==> src/rtl/tmds_link_sequencer.sv <==
// TMDS link bring-up sequencer: waits for a stable PLL lock, pulses the serializer reset,
// flushes control tokens, then forwards encoded symbols. Optional macro: TMDS_TEST_PATTERN_EN.
module tmds_link_sequencer #(
  parameter int LOCK_STABLE  = 64,
  parameter int RST_CYCLES   = 8,
  parameter int FLUSH_CYCLES = 32
) (
  input  logic        clk,
  input  logic        reset_n,
  input  logic        pll_locked,
  input  logic        link_en,
`ifdef TMDS_TEST_PATTERN_EN
  input  logic        test_mode,
`endif
  input  logic [29:0] tmds_in,
  output logic [29:0] tmds_out,
  output logic        serdes_rst,
  output logic        link_up,
  output logic [2:0]  state,
  output logic [7:0]  lock_loss_cnt
);

  localparam logic [2:0] S_OFF    = 3'd0;
  localparam logic [2:0] S_WAIT   = 3'd1;
  localparam logic [2:0] S_RST    = 3'd2;
  localparam logic [2:0] S_FLUSH  = 3'd3;
  localparam logic [2:0] S_ACTIVE = 3'd4;

  localparam int MAX_A = (LOCK_STABLE > RST_CYCLES) ? LOCK_STABLE : RST_CYCLES;
  localparam int MAX_C = (MAX_A > FLUSH_CYCLES) ? MAX_A : FLUSH_CYCLES;
  localparam int CW    = $clog2(MAX_C + 1);

  localparam logic [CW-1:0] LOCK_LAST  = CW'(LOCK_STABLE - 1);
  localparam logic [CW-1:0] RST_LAST   = CW'(RST_CYCLES - 1);
  localparam logic [CW-1:0] FLUSH_LAST = CW'(FLUSH_CYCLES - 1);

  localparam logic [29:0] CTRL_TOKENS = {3{10'b1101010100}};
  localparam logic [29:0] PAT_A       = {3{10'h155}};
  localparam logic [29:0] PAT_B       = {3{10'h2AA}};

  logic          lock_meta_r;
  logic          lock_s;
  logic [2:0]    state_r;
  logic [2:0]    next_state_s;
  logic [CW-1:0] cnt_r;
  logic [CW-1:0] cnt_nxt_s;
  logic [7:0]    lock_loss_cnt_r;
  logic          lock_loss_evt_s;
  logic          serdes_rst_r;
  logic          serdes_rst_nxt_s;
  logic          link_up_r;
  logic          link_up_nxt_s;
  logic [29:0]   tmds_out_r;
  logic [29:0]   tmds_nxt_s;
  logic          pat_phase_r;
  logic          pat_phase_nxt_s;
  logic          test_mode_s;

`ifdef TMDS_TEST_PATTERN_EN
  assign test_mode_s = test_mode;
`else
  assign test_mode_s = 1'b0;
`endif

  // Two-flop synchronizer for the asynchronous PLL lock.
  always_ff @(posedge clk or negedge reset_n) begin
    if (!reset_n) begin
      lock_meta_r <= 1'b0;
      lock_s      <= 1'b0;
    end else begin
      lock_meta_r <= pll_locked;
      lock_s      <= lock_meta_r;
    end
  end

  // Next-state logic; disable outranks lock loss in every state.
  always_comb begin
    next_state_s = S_OFF;
    if (!link_en) begin
      next_state_s = S_OFF;
    end else begin
      case (state_r)
        S_OFF:    next_state_s = S_WAIT;
        S_WAIT:   next_state_s = (lock_s && (cnt_r == LOCK_LAST)) ? S_RST : S_WAIT;
        S_RST:    next_state_s = !lock_s ? S_WAIT : ((cnt_r == RST_LAST) ? S_FLUSH : S_RST);
        S_FLUSH:  next_state_s = !lock_s ? S_WAIT : ((cnt_r == FLUSH_LAST) ? S_ACTIVE : S_FLUSH);
        S_ACTIVE: next_state_s = !lock_s ? S_WAIT : S_ACTIVE;
        default:  next_state_s = S_OFF;
      endcase
    end
  end

  // Output and counter next values, derived from the upcoming state so registers change with it.
  always_comb begin
    cnt_nxt_s        = '0;
    serdes_rst_nxt_s = 1'b1;
    link_up_nxt_s    = 1'b0;
    tmds_nxt_s       = CTRL_TOKENS;
    pat_phase_nxt_s  = 1'b0;
    lock_loss_evt_s  = link_en && !lock_s &&
                       ((state_r == S_RST) || (state_r == S_FLUSH) || (state_r == S_ACTIVE));
    if (next_state_s != state_r) begin
      cnt_nxt_s = '0;
    end else begin
      case (state_r)
        S_WAIT:  cnt_nxt_s = lock_s ? (cnt_r + CW'(1)) : '0;
        S_RST:   cnt_nxt_s = cnt_r + CW'(1);
        S_FLUSH: cnt_nxt_s = cnt_r + CW'(1);
        default: cnt_nxt_s = '0;
      endcase
    end
    case (next_state_s)
      S_FLUSH: begin
        serdes_rst_nxt_s = 1'b0;
      end
      S_ACTIVE: begin
        serdes_rst_nxt_s = 1'b0;
        link_up_nxt_s    = 1'b1;
        if (test_mode_s && (state_r == S_ACTIVE)) begin
          tmds_nxt_s      = pat_phase_r ? PAT_B : PAT_A;
          pat_phase_nxt_s = ~pat_phase_r;
        end else begin
          tmds_nxt_s      = tmds_in;
          pat_phase_nxt_s = 1'b0;
        end
      end
      default: begin
        serdes_rst_nxt_s = 1'b1;
      end
    endcase
  end

  // State, counters and registered outputs.
  always_ff @(posedge clk or negedge reset_n) begin
    if (!reset_n) begin
      state_r         <= S_OFF;
      cnt_r           <= '0;
      lock_loss_cnt_r <= 8'd0;
      serdes_rst_r    <= 1'b1;
      link_up_r       <= 1'b0;
      tmds_out_r      <= CTRL_TOKENS;
      pat_phase_r     <= 1'b0;
    end else begin
      state_r      <= next_state_s;
      cnt_r        <= cnt_nxt_s;
      serdes_rst_r <= serdes_rst_nxt_s;
      link_up_r    <= link_up_nxt_s;
      tmds_out_r   <= tmds_nxt_s;
      pat_phase_r  <= pat_phase_nxt_s;
      if (lock_loss_evt_s && (lock_loss_cnt_r != 8'hFF)) begin
        lock_loss_cnt_r <= lock_loss_cnt_r + 8'd1;
      end else begin
        lock_loss_cnt_r <= lock_loss_cnt_r;
      end
    end
  end

  assign state         = state_r;
  assign link_up       = link_up_r;
  assign serdes_rst    = serdes_rst_r;
  assign tmds_out      = tmds_out_r;
  assign lock_loss_cnt = lock_loss_cnt_r;

endmodule
==> config.mk <==
export PLATFORM = sky130hd
export DESIGN_NAME = tmds_link_sequencer
export DESIGN_NICKNAME = d
export VERILOG_FILES = /design/src/rtl/tmds_link_sequencer.sv
export SDC_FILE = /design/constraint.sdc
export NUM_CORES = 1
export LEC_CHECK = 0
export ABC_AREA = 1
export CAP_MARGIN = 15
export CORE_MARGIN = 2
export CORE_UTILIZATION = 30
export DETAILED_ROUTE_END_ITERATION = 10
export GPL_TIMING_DRIVEN = 0
export PLACE_DENSITY_LB_ADDON = 0.1
export SYNTH_ARGS = -nofsm -noshare
export SYNTH_HDL_FRONTEND = slang
export SYNTH_SLANG_ARGS = --single-unit
==> constraint.sdc <==
create_clock -name clk -period 1.5 [get_ports clk]
set_input_delay 0.3 -clock clk [delete_from_list [all_inputs] [get_ports clk]]
set_output_delay 0.3 -clock clk [all_outputs]
set_load 0.01 [all_outputs]
**Run 1: gate families picked out**

Drawn at 4 px/µm.
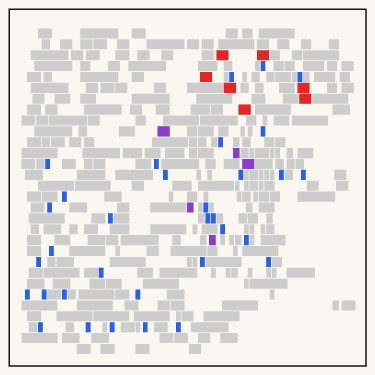
red -> xor and xnor cells  # cells 7
blue -> inv cells  # cells 33
purple -> aoi and oai cells  # cells 5, where centre

**Run 1: routed metal per tile**

Drawn at 4 px/µm. The die is cut into 18 by 18 equal tiles; white is low, dark blue is high, scaled to the fullest tile. Values are wire area over tile area, all layers added.
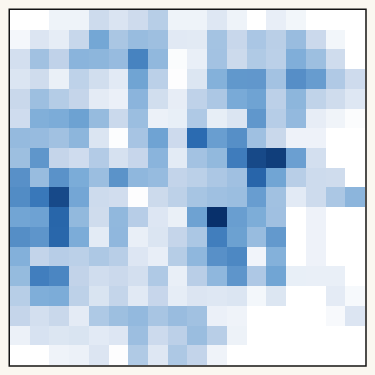
tiles over half the peak = 14%
emptiest ninth of the die = south-east
densest ninth of the die = west
fullest tile = 0.36
routed wire length: 4.82 mm
routed wirelength normalized by instance count: 11.2 µm
number of vias after detailed routing: 1,770
Tot GR Track Use: 0.131

**Run 1: wires at chosen ports, followed through buffers**

Drawn at 6 px/µm.
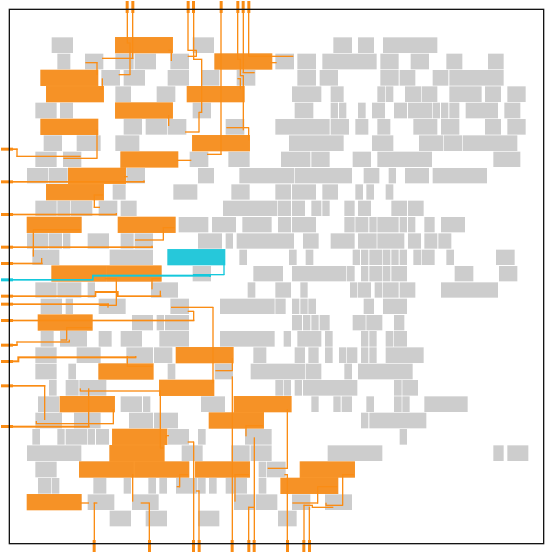
cyan -> serdes_rst  # direction output, edge west, end cells 1, buffers 1, wire 41.2 µm
orange -> tmds_out  # direction output, edge 12 west, 10 south, 8 north, end cells 30, buffers 30, wire 672 µm
number of buffer cells added on primary ports: 76
Ports: 77

==> results_slide.txt, run 1 <==
Flow Results at a Glance

Pwr
  • Reg power frac: 0.580
  • Largest voltage drop on the vdd net: 0.391 mV
  • Leakage Power: 1.90 nW
  • Overall Power: 0.00245 W
  • Switching power of the nets: 0.000545 W

Finish
  • Fraction of area in registers: 0.368
  • Diode count: 0
  • Share of the final layout cell area in multi-input gates: 0.240
  • Flip-flops: 52
  • Clock network area share: 0.0257
  • # fillers: 667
  • Area of combinational cells with multiple inputs: 866 µm²
  • Fraction of final layout cells with drive strength greater than 1: 0.370
  • Clock buffers: 7

Timing
  • Least setup slack across all paths after layout: -0.0842 ns
  • Total of endpoints with negative setup slack in the final report: 20
  • Final worst-path cycle share: 1.06
  • RSZ-0062 raised after global routing: true

Critical path
  • Worst EP arrival: 1.81 ns
  • Flop2flop setup slack: -0.08 ns
  • Setup crit end kind: flop
  • CP Buf/Inv Count: 2
  • Number of logic stages on the critical path including buffering: 9
  • Cell count of the worst reg-to-reg path: 9
  • Beginning of the critical path: cnt_r[1]$_DFF_PN0_
  • Capturing element of the worst setup path: tmds_out[14]$_DFF_PN1_

Detailed routing
  • Drt first-iter violations: 82
  • Total DRC errors in the routed layout: 0

Yosys
  • Share of cell area taken by muxes after synthesis: 0.00522
  • Yosys simple share: 0.258
  • Netlist area before placement: 2160 µm²
  • Post-synth top cells: sky130_fd_sc_hd__nor2_1, sky130_fd_sc_hd__dfrtp_1, sky130_fd_sc_hd__inv_1, sky130_fd_sc_hd__nand2_1, sky130_fd_sc_hd__dfstp_2
  • Top-count cell post-synth: sky130_fd_sc_hd__nor2_1

Min path
  • Hold Path End: lock_s$_DFF_PN0_

Outcome
  • Failing checks: setup timing
  • Run status: finished, violations left

Placed design
  • Placer's final routability congestion estimate: 0.797

CTS
  • Total CTS buffers: 5
  • Clock Tree Buf Depth: 2
  • Source-to-sink clock delay at the later pin of the worst-skew pair: 0.29 ns
  • Hold buffers post-CTS: 1
  • CTS tree: done
  • Setup Buffers After CTS: 23

Global route
  • Met3 track demand over resource in global routing: 0.0588

Floorplan
  • Number of rows created at floorplan: 30
  • Die height: 88.8 µm
## run 1: per-layer routing
metal,wire length [µm],part of all wire,vias to the layer above
met4,0,0,0
met3,418,0.087,0
met1,1960,0.41,840
met5,0,0,-
met2,2440,0.51,39
li1,-,-,891
## run 1: power groups by stage
stage                     Combinational [W]  Clock (W)  Sequential, W
final                              0.000205   0.000822        0.00142
after global routing               0.000229   0.000926        0.00142
after CTS                          0.000200   0.000869        0.00142
after detailed placement           0.000173          0        0.00144
after global placement             0.000167          0        0.00144
after floorplan                   0.0000382          0        0.00144
## run 1: state kept, by name (all words and copies together), names as in the netlist
register       flops
serdes_rst         1
tmds_out          30
lock_meta_r        1
lock_s             1
state              3
cnt_r              7
lock_loss_cnt      8
link_up            1
## run 1: layout by cell type, fill, tap and decap left out, drive strengths merged
master	Yosys	routed
xnor2	3	3
nor2	44	44
dlymetal6s2s	0	13
a21o	1	1
nand3	14	14
or2	15	15
buf	2	35
dfrtp	36	36
clkdlybuf4s50	0	34
dfstp	16	16
o21ai	4	4
nand2	37	37
a21oi	1	1
inv	33	34
dlygate4sd3	0	1
dlygate4sd2	0	28
clkbuf	1	7
nand4	4	4
mux2	1	1
ha	2	2
xor2	4	4
nand3b	1	1
## run 1: per-stage QoR
stage / setup TNS, ns / hold slack, ns / instance area [µm²] / util
after floorplan: 0 / 0.00441 / 2160 / -
after global placement: -78.82 / 0.333 / 3040 / 0.443
after detailed placement: -7.46 / 0.261 / 3060 / 0.445
after CTS: -0.502 / 0.358 / 3400 / 0.494
after global routing: -4.27 / 0.382 / 3600 / 0.524
final: -1.06 / 0.357 / 3600 / 0.524
==> inputs of run 2 (changes only) <==
--- a/config.mk
+++ b/config.mk
@@ -6,7 +6,8 @@
 export NUM_CORES = 1
 export LEC_CHECK = 0
 export ABC_AREA = 1
-export CAP_MARGIN = 15
+export CAP_MARGIN = 5
+export CORE_ASPECT_RATIO = 0.5
 export CORE_MARGIN = 2
 export CORE_UTILIZATION = 30
 export DETAILED_ROUTE_END_ITERATION = 10
**Run 2: clock wires, drivers and flops**

Drawn at 4 px/µm.
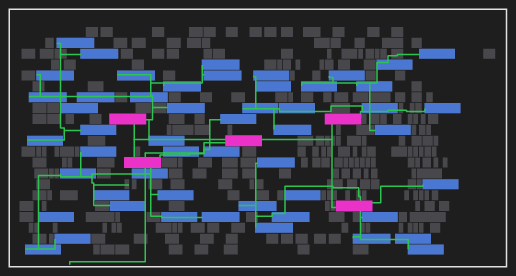
blue -> flip-flops  # count 52
green -> clock wires  # length 659 µm
magenta -> clock-net drivers  # count 5
routed clock nets = 6

==> run 2 against run 1 <==
Net effect: clock skew down 0.0060 ns; design area down 2.3%; register-to-register slack about the same; sequential share of layout area up 0.83 points; largest cell class unchanged; global-route usage up 0.65 points; wire length up 3.9%; critical path type unchanged; the run still ends with setup timing left; area after synthesis unchanged; utilization down 0.92 points; count of clock-buffer cells in the layout unchanged; maximum frequency up 0.45%; die size up 0.52%.
==> results_slide.txt, run 2 <==
Flow Results at a Glance

Yosys
  • Post-synth top cells: sky130_fd_sc_hd__nor2_1, sky130_fd_sc_hd__dfrtp_1, sky130_fd_sc_hd__inv_1, sky130_fd_sc_hd__nand2_1, sky130_fd_sc_hd__dfstp_2 (unchanged)
  • Netlist area before placement: 2160 µm² (unchanged)

Finish
  • Area of combinational cells with multiple inputs: 837 µm² (was 866 µm²)
  • # fillers: 634 (was 667)
  • Max FFs per register: 30 (unchanged)
  • Leading cell type in the layout, fill and taps excluded: sky130_fd_sc_hd__clkdlybuf4s50_1 (unchanged)
  • Fraction of final layout cells with drive strength greater than 1: 0.319 (was 0.370)
  • Area of all placed cells without fillers: 3520 µm² (was 3600 µm²)
  • Diode count: 0 (unchanged)
  • Commonest cells after routing, fill and taps aside: sky130_fd_sc_hd__clkdlybuf4s50_1, sky130_fd_sc_hd__dfrtp_1, sky130_fd_sc_hd__nand2_1, sky130_fd_sc_hd__inv_1, sky130_fd_sc_hd__dlygate4sd2_1 (was sky130_fd_sc_hd__clkdlybuf4s50_1, sky130_fd_sc_hd__dfrtp_1, sky130_fd_sc_hd__inv_1, sky130_fd_sc_hd__dlygate4sd2_1)

Timing
  • Total of endpoints with negative setup slack in the final report: 10 (was 20)
  • Final setup TNS: -0.597 ns (was -1.06 ns)
  • Fin Hold WS: 0.351 ns (was 0.357 ns)
  • RSZ-0062 raised after global routing: true (unchanged)
  • Least setup slack across all paths after layout: -0.0770 ns (was -0.0842 ns)
  • Final worst-path cycle share: 1.05 (was 1.06)

Floorplan
  • Ports: 77 (unchanged)
  • Die height: 64.0 µm (was 88.8 µm)
  • Number of rows created at floorplan: 21 (was 30)

Critical path
  • Setup crit end kind: flop (unchanged)
  • Worst EP arrival: 1.80 ns (was 1.81 ns)
  • Cell count of the worst reg-to-reg path: 11 (was 9)
  • Beginning of the critical path: cnt_r[0]$_DFF_PN0_ (was cnt_r[1]$_DFF_PN0_)
  • Capturing element of the worst setup path: cnt_r[4]$_DFF_PN0_ (was tmds_out[14]$_DFF_PN1_)
  • Flop2flop setup slack: -0.08 ns (about the same)

Detailed routing
  • Total DRC errors in the routed layout: 0 (unchanged)
  • Routed wire length: 5.01 mm (was 4.82 mm)
  • Number of vias after detailed routing: 1,755 (was 1,770)

Outcome
  • Failing checks: setup timing (unchanged)
  • Run status: finished, violations left (unchanged)

CTS
  • Clock Tree Buf Depth: 2 (unchanged)
  • Total CTS buffers: 5 (unchanged)
  • Source-to-sink clock delay at the later pin of the worst-skew pair: 0.29 ns (about the same)

Pwr
  • Leakage Power: 1.71 nW (was 1.90 nW)
  • Overall Power: 0.00277 W (was 0.00245 W)
  • Largest voltage drop on the vdd net: 0.357 mV (was 0.391 mV)

Placed design
  • Number of buffer cells added on primary ports: 76 (unchanged)
  • Placer's final routability congestion estimate: 0.834 (was 0.797)
  • Placed Instance Area: 3050 µm² (was 3060 µm²)
**Run 2: routed metal per tile**

Drawn at 4 px/µm. The die is cut into 25 by 13 equal tiles; white is low, dark blue is high, scaled to the fullest tile. Values are wire area over tile area, all layers added.
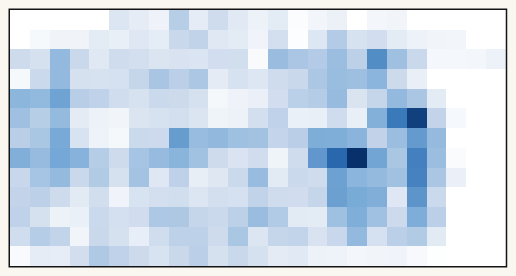
tiles over half the peak = 4.9%
fullest tile = 0.46
mean over tiles = 0.099
nearly empty tiles = 14%
emptiest ninth of the die = north-east
routed wirelength normalized by instance count: 12.0 µm
Tot GR Track Use: 0.138

==> run 2: cell counts after synthesis <==
No cell type changed its count.
==> run 2: kinds of logic after synthesis <==
group,count (synthesis),share of synthesized area
fa+ha+maj,2,0.0116
mux,1,0.00522
flops,52,0.612
buf+inv,36,0.0696
compound gates,6,0.0151
simple gates,115,0.258
xor+xnor,7,0.0284
==> run 2: power by group <==
| part | internal, W | total [W] | switching [W] |
|---|---|---|---|
| clock network | 0.000665 | 0.00116 | 0.000490 |
| logic | 0.000106 | 0.000195 | 0.0000891 |
| registers | 0.00141 | 0.00142 | 0.00000859 |
| total | 0.00218 | 0.00277 | 0.000588 |
==> run 2: layer usage <==
metal	up-vias	global-route usage	wire length, µm	part of all wire
met5	-	0	0	0
met4	0	0.0421	40	0.0080
met3	5	0.0509	290	0.058
met2	36	0.230	2620	0.52
met1	844	0.167	2050	0.41
li1	870	-	-	-
==> run 2: layout make-up <==
class | instances | area share
Inverter | 33 | 0.0359
Clock inverter | 1 | 0.00213
Sequential cell | 52 | 0.376
Tap cell | 92 | 0.0327
Clock buffer | 7 | 0.0405
Buffer | 3 | 0.00782
Timing Repair Buffer | 99 | 0.267
Multi-Input combinational cell | 131 | 0.238
==> run 2: worst max-delay path, delay by kind of cell (launching register included) <==
kind	cells	cell delay, ns
adder cells (fa/ha/maj)	1	0.17
flip-flops	1	0.39
AND/OR/NAND/NOR	10	0.96
==> run 2: repair_timing <==
item                       in CTS  in global routing
gates resized                  50                 39
setup endpoints to repair      64                 50
gates cloned                    1                  0
hold buffers                    1                  0
pin swaps                      11                  6
buffers inserted               17                  4
hold endpoints to repair        6                  0
==> inputs of run 3 (changes only) <==
--- a/config.mk
+++ b/config.mk
@@ -7,11 +7,12 @@
 export LEC_CHECK = 0
 export ABC_AREA = 1
 export CAP_MARGIN = 5
-export CORE_ASPECT_RATIO = 0.5
+export CORE_ASPECT_RATIO = 1.1
 export CORE_MARGIN = 2
 export CORE_UTILIZATION = 30
 export DETAILED_ROUTE_END_ITERATION = 10
 export GPL_TIMING_DRIVEN = 0
+export MAX_ROUTING_LAYER = met4
 export PLACE_DENSITY_LB_ADDON = 0.1
 export SYNTH_ARGS = -nofsm -noshare
 export SYNTH_HDL_FRONTEND = slang
==> constraint.sdc (replaced) <==
create_clock -name clk -period 1.5 [get_ports clk]
set_input_delay 0.3 -clock clk [delete_from_list [all_inputs] [get_ports clk]]
set_output_delay 0.3 -clock clk [all_outputs]
set_load 0.005 [all_outputs]
**Run 3: wires at chosen ports, followed through buffers**

Drawn at 4 px/µm.
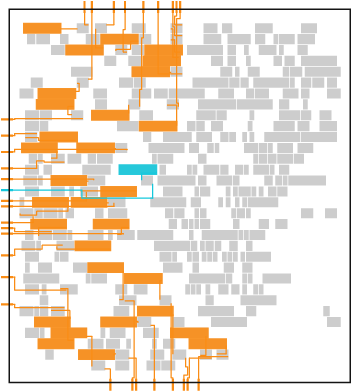
orange -> tmds_out  # direction output, edge 13 west, 9 north, 8 south, end cells 30, buffers 30, wire 646 µm
cyan -> serdes_rst  # direction output, edge west, end cells 1, buffers 1, wire 46.5 µm

==> run 3 against run 2 <==
Net effect: the flow still finishes with violations (setup timing); cell count increased by 0.72%; critical path depth down 2; via count rose by 0.74%; worst hold slack gained 0.0033 ns; count of clock-buffer cells in the layout shrank 1.
==> results_slide.txt, run 3 <==
Flow Results at a Glance

Pwr
  • Proportion of power drawn by the clock network: 0.330 (was 0.417)
  • Combinational group share of total power: 0.088 (was 0.070)
  • P_comb: 0.000215 W (was 0.000195 W)
  • Largest power group: sequential cells (unchanged)
  • P_seq: 0.00142 W (about the same)
  • Reg power frac: 0.582 (was 0.512)

Yosys
  • Netlist area before placement: 2160 µm² (unchanged)
  • Top-count cell post-synth: sky130_fd_sc_hd__nor2_1 (unchanged)

Outcome
  • Run status: finished, violations left (unchanged)
  • Failing checks: setup timing (unchanged)

Finish
  • Diode count: 0 (unchanged)
  • Leading cell type in the layout, fill and taps excluded: sky130_fd_sc_hd__clkdlybuf4s50_1 (unchanged)
  • Max FFs per register: 30 (unchanged)

Placed design
  • Number of buffer cells added on primary ports: 76 (unchanged)
  • Placer's final routability congestion estimate: 0.804 (was 0.834)

Detailed routing
  • Total DRC errors in the routed layout: 0 (unchanged)
  • Drt first-iter violations: 94 (was 42)
  • Number of vias after detailed routing: 1,768 (was 1,755)

CTS
  • Setup Buffers After CTS: 23 (was 17)
  • Clock Tree Buf Depth: 2 (unchanged)
  • Total CTS buffers: 5 (unchanged)
  • Cell resize tally after clock tree synthesis: 45 (was 50)
  • CTS tree: done (unchanged)

Critical path
  • Flop2flop setup slack: -0.11 ns (was -0.08 ns)
  • Worst EP arrival: 1.85 ns (was 1.80 ns)

Timing
  • Least setup slack across all paths after layout: -0.110 ns (was -0.0770 ns)
  • Total of endpoints with negative setup slack in the final report: 25 (was 10)
  • Final worst-path cycle share: 1.07 (was 1.05)

Floorplan
  • Ports: 77 (unchanged)
**Run 3: gate families picked out**

Drawn at 4 px/µm.
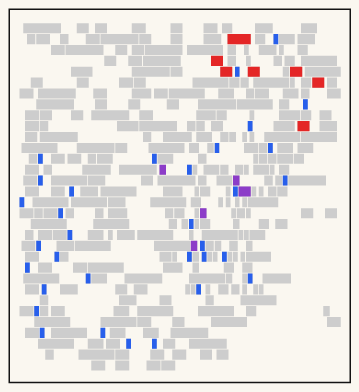
purple -> aoi and oai cells  # cells 5, where centre
red -> xor and xnor cells  # cells 7
blue -> inv cells  # cells 33

## run 3: cell counts after synthesis
Identical to the previous run, type by type.
## run 3: critical path: cells and delay by family, from the launching register on
kind	cells	cell delay (ns)
DFF	1	0.41
buffers and inverters	2	0.27
and+or+nand+nor	6	0.70
adders and majority gates	1	0.18
## run 3: kinds of logic after synthesis
family          Yosys count  share of synthesized area
simple gates            115                      0.258
buf+inv                  36                     0.0696
fa+ha+maj                 2                     0.0116
xor+xnor                  7                     0.0284
mux                       1                    0.00522
compound gates            6                     0.0151
flops                    52                      0.612
## run 3: final timing paths
kind / from / to / cells past startpoint
worst max-delay path: cnt_r[0]$_DFF_PN0_ / tmds_out[6]$_DFF_PN1_ / 9
worst min-delay path: lock_meta_r$_DFF_PN0_ / lock_s$_DFF_PN0_ / 0
worst max register to register: cnt_r[0]$_DFF_PN0_ / tmds_out[6]$_DFF_PN1_ / 9
worst min register to register: lock_meta_r$_DFF_PN0_ / lock_s$_DFF_PN0_ / 0
max in group asynchronous: reset_n / tmds_out[22]$_DFF_PN1_ / 3
min in group asynchronous: reset_n / state[0]$_DFF_PN0_ / 2
## run 3: metal layers
layer / part of all wire / wire length [µm] / up-vias / GRT usage
li1: - / - / 887 / -
met1: 0.42 / 2090 / 830 / 0.154
met2: 0.49 / 2440 / 44 / 0.217
met3: 0.068 / 338 / 7 / 0.0481
met4: 0.015 / 76 / 0 / 0.0476
met5: 0 / 0 / - / -
## run 3: final cells by class
type                    count  area share
well taps                  85      0.0292
inverters                  33      0.0340
clock buffers               6      0.0199
plain buffers               3      0.0127
clock inverters             2     0.00412
multi-input cells         131       0.242
repair buffers            109       0.294
flip-flops and latches     52       0.364
Power and IR drop assume default switching activity.
